`src/rtl/dmem_access_ctrl.sv`:
```
// Data-memory access controller for the MEM stage: issues one request per load/store,
// stalls the pipeline until ack, flags timeout/misaligned accesses with a sticky error.
module dmem_access_ctrl #(
  parameter int unsigned TIMEOUT_CYCLES = 16
) (
  input  logic        clk_i,
  input  logic        rst_i,
  input  logic        MemRead_i,
  input  logic        MemWrite_i,
  input  logic [31:0] Addr_i,
  input  logic [31:0] WrData_i,
  output logic        mem_req_o,
  output logic        mem_we_o,
  output logic [31:0] mem_addr_o,
  output logic [31:0] mem_wdata_o,
  input  logic        mem_ack_i,
  input  logic [31:0] mem_rdata_i,
  output logic        Stall_o,
  output logic [31:0] RdData_o,
  output logic        RdValid_o,
  output logic        Error_o
);

  typedef enum logic [1:0] {ST_IDLE, ST_BUSY, ST_DONE, ST_ERR} state_t;

  localparam logic [7:0] CNT_LAST = 8'(TIMEOUT_CYCLES - 1);

  state_t      r_state;
  state_t      w_next;
  logic [7:0]  r_cnt;
  logic [29:0] r_addr;
  logic [31:0] r_wdata;
  logic        r_we;
  logic [31:0] r_rdata;
  logic        r_err;

  logic w_pending;
  logic w_aligned;
  logic w_busy;
  logic w_last;

  assign w_pending = (r_state == ST_IDLE) && (MemRead_i || MemWrite_i);
  assign w_aligned = (Addr_i[1:0] == 2'b00);
  assign w_busy    = (r_state == ST_BUSY);
  assign w_last    = (r_cnt == CNT_LAST);

  always_comb begin
    w_next = r_state;
    case (r_state)
      ST_IDLE: if (w_pending) w_next = w_aligned ? ST_BUSY : ST_ERR;
      ST_BUSY: begin
        // ack in the final counted cycle still completes normally
        if (mem_ack_i)   w_next = ST_DONE;
        else if (w_last) w_next = ST_ERR;
      end
      ST_DONE: w_next = ST_IDLE;
      ST_ERR:  w_next = ST_IDLE;
      default: w_next = ST_IDLE;
    endcase
  end

  always_ff @(posedge clk_i or negedge rst_i) begin
    if (!rst_i) begin
      r_state <= ST_IDLE;
      r_cnt   <= 8'd0;
      r_addr  <= 30'd0;
      r_wdata <= 32'd0;
      r_we    <= 1'b0;
      r_rdata <= 32'd0;
      r_err   <= 1'b0;
    end else begin
      r_state <= w_next;
      if (w_pending && w_aligned) begin
        r_addr  <= Addr_i[31:2];
        r_wdata <= WrData_i;
        r_we    <= MemWrite_i;
        r_cnt   <= 8'd0;
      end
      if (w_busy) begin
        if (mem_ack_i) begin
          if (!r_we) r_rdata <= mem_rdata_i;
        end else begin
          r_cnt <= r_cnt + 8'd1;
        end
      end
      if (w_next == ST_ERR) r_err <= 1'b1;
    end
  end

  assign mem_req_o   = w_busy;
  assign mem_we_o    = w_busy && r_we;
  assign mem_addr_o  = w_busy ? {r_addr, 2'b00} : 32'd0;
  assign mem_wdata_o = w_busy ? r_wdata : 32'd0;
  // reset term keeps a held request from raising Stall_o while in reset
  assign Stall_o     = rst_i && (w_busy || (w_pending && w_aligned));
  assign RdData_o    = r_rdata;
  assign RdValid_o   = (r_state == ST_DONE) && !r_we;
  assign Error_o     = r_err;

endmodule

```
`config.mk`:
```
export PLATFORM = sky130hd
export DESIGN_NAME = dmem_access_ctrl
export DESIGN_NICKNAME = d
export VERILOG_FILES = /design/src/rtl/dmem_access_ctrl.sv
export SDC_FILE = /design/constraint.sdc
export NUM_CORES = 1
export LEC_CHECK = 0
export CORE_UTILIZATION = 42
export CTS_BUF_LIST = sky130_fd_sc_hd__clkbuf_4 sky130_fd_sc_hd__clkbuf_8 sky130_fd_sc_hd__clkbuf_16
export DETAILED_ROUTE_END_ITERATION = 8
export PLACE_DENSITY_LB_ADDON = 0.05
export SLEW_MARGIN = 10
export SYNTH_ARGS = -nofsm -noshare
export SYNTH_HDL_FRONTEND = slang
export SYNTH_SLANG_ARGS = --single-unit
```
`constraint.sdc`:
```
create_clock -name clk_i -period 2.4 [get_ports clk_i]
set_input_delay 0.6 -clock clk_i [delete_from_list [all_inputs] [get_ports clk_i]]
set_output_delay 0.6 -clock clk_i [all_outputs]
set_load 0.05 [all_outputs]
```
==> results_slide.txt <==
Physical Implementation Snapshot

Outcome
  – Status: finished clean

Critical path
  – CP max-delay cell: clkdlybuf4s50_1
  – Crit path max fanout: 3
  – End of the critical path: Stall_o
  – Levels on crit path: 5
  – Worst reg2reg path depth: 6
  – CP max stage delay: 390 ps
  – CP bufs+invs: 2
  – R2R Setup Slk: 470 ps
  – Worst setup SP type: primary input
  – Critical Path End Type: output pin
  – CP cell instances: clkdlybuf4s50_1 -> or2_1 -> nor3_4 -> o21a_4 -> buf_12
  – Worst R2R End: r_wdata[4]
  – Worst path required time: 1800 ps

CTS
  – CTS tree: yes
  – Total CTS buffers: 9
  – H-tree depth: 3
  – Latency at later pin: 370 ps
  – Worst-path clk slew: 90 ps
  – Setup Buffers After CTS: 2
  – Post-CTS sizing: 0

Synthesis
  – Synthesis warning total: 0
  – Multiplexer share: 0.237
  – Logic family by area: multiplexers
  – Netlist Area Pre-Place: 0.00460 sq mm
  – Post-Syn Instances: 343
  – Main synth FF type: dfrtp_1
  – Most frequent cells after synthesis: 106 x dfrtp_1, 90 x mux2_2, 63 x and2_1, 9 x clkbuf_1
  – Syn Area/Cell: 13.4 sq um
  – Yosys top cell by instances: dfrtp_1
  – Top cells, area: dfrtp_1 58%, mux2_2 22%, and2_1 8.6%
  – Adder share: 0.00272
  – Yosys cell count: 343
  – Yosys xor share: 0
  – Async SR Flop Fraction: 1.00
  – Seq/Total Area, Yosys: 0.577
  – Area reported by Yosys stat: 0.00460 sq mm
  – Biggest area consumer among synthesized cells: dfrtp_1

Power
  – P_clk: 1.01 mW
  – Comb power frac: 0.643
  – Max VDD drop: 769 uV
  – Overall power: 11.3 mW
  – LEAKAGE: 3.19 nW
  – Sequential power share: 0.268
  – Int Power: 6.41 mW
  – Pwr/cell area: 1480 mW/mm^2
  – Net Sw Frac: 0.435
  – Seq. pwr: 3.04 mW
  – Pwr top: combinational cells

Timing
  – Max-slew violations: 0
  – Final setup skew: 11.1 ps
  – Post-layout minimum cycle time: 2330 ps
  – Worst relative slew slack: 0.626
  – Period utilization: 0.969
  – # setup viols final: 0
  – Fin. Hold Viols: 0

Route
  – DRT met1 WL: 4280 um
  – Via density per instance: 4.89
  – DRC Markers: 0
  – Final routed wire length divided by cell count: 16.0 um
  – Met3 WL post-DR: 984 um

Die
  – Die width: 107 um
  – Die area: 0.0114 sq mm
  – Chip height: 107 um
  – Rows: 37
  – Initial Util: 0.440

Global routing
  – GR Util All Layers: 0.202
  – First-pass GRT wire length: 17,700 um
  – GR Util met1: 0.235
  – Total grt overflow: 0
  – Met3 Use GR: 0.0657
  – Initial antenna violation count: 0
  – Pin count of the biggest net entering global routing: 107

Final layout
  – Non-filler cells, final: 686
  – Non-CTS inverters: 6
  – Buffer share of cell area: 0.368
  – Largest cell class: non-clock buffers
  – Fraction of layout cells with a size suffix above 1: 0.351
  – Final clock-cell share: 0.0235
  – Most frequent logic cell in the layout: clkdlybuf4s50_1

Run
  – Total tool warning count: 28

Placement
  – Cell Area, Placed: 0.00746 sq mm
  – Post-DP HPWL: 8180 um
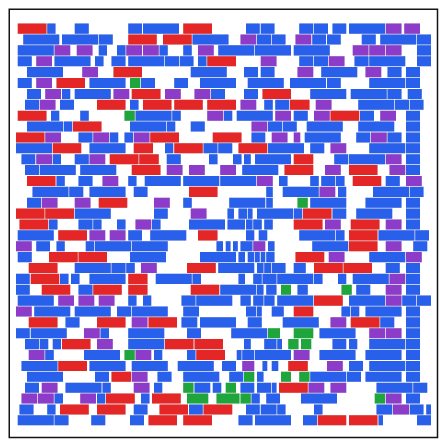
sizes.png
(4 px per um)
Key: red = _6 and larger [cells 81, share 15%, most used buf_12]; purple = _2 cells [cells 93, share 17%, most used mux2_2]; blue = _0 and _1 cells [cells 357, share 65%, most used clkdlybuf4s50_1]; green = _3 and _4 cells [cells 19, share 3.5%, most used buf_4]
post-route setup slack: 74.5 ps
Plain + repair buffers: 213
synthesis-to-finish area growth: 66.5%

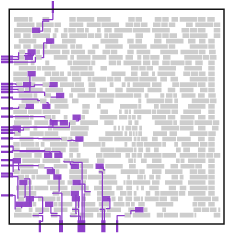
io_fan.png
(2 px per um)
Key: purple = WrData_i [bits 32, direction input, edge 21 west, 10 south, 1 north, end cells 32, buffers 32, wire 642 um]
IO Count: 202
buffers added on ports: 199

Power and IR drop assume default switching activity.
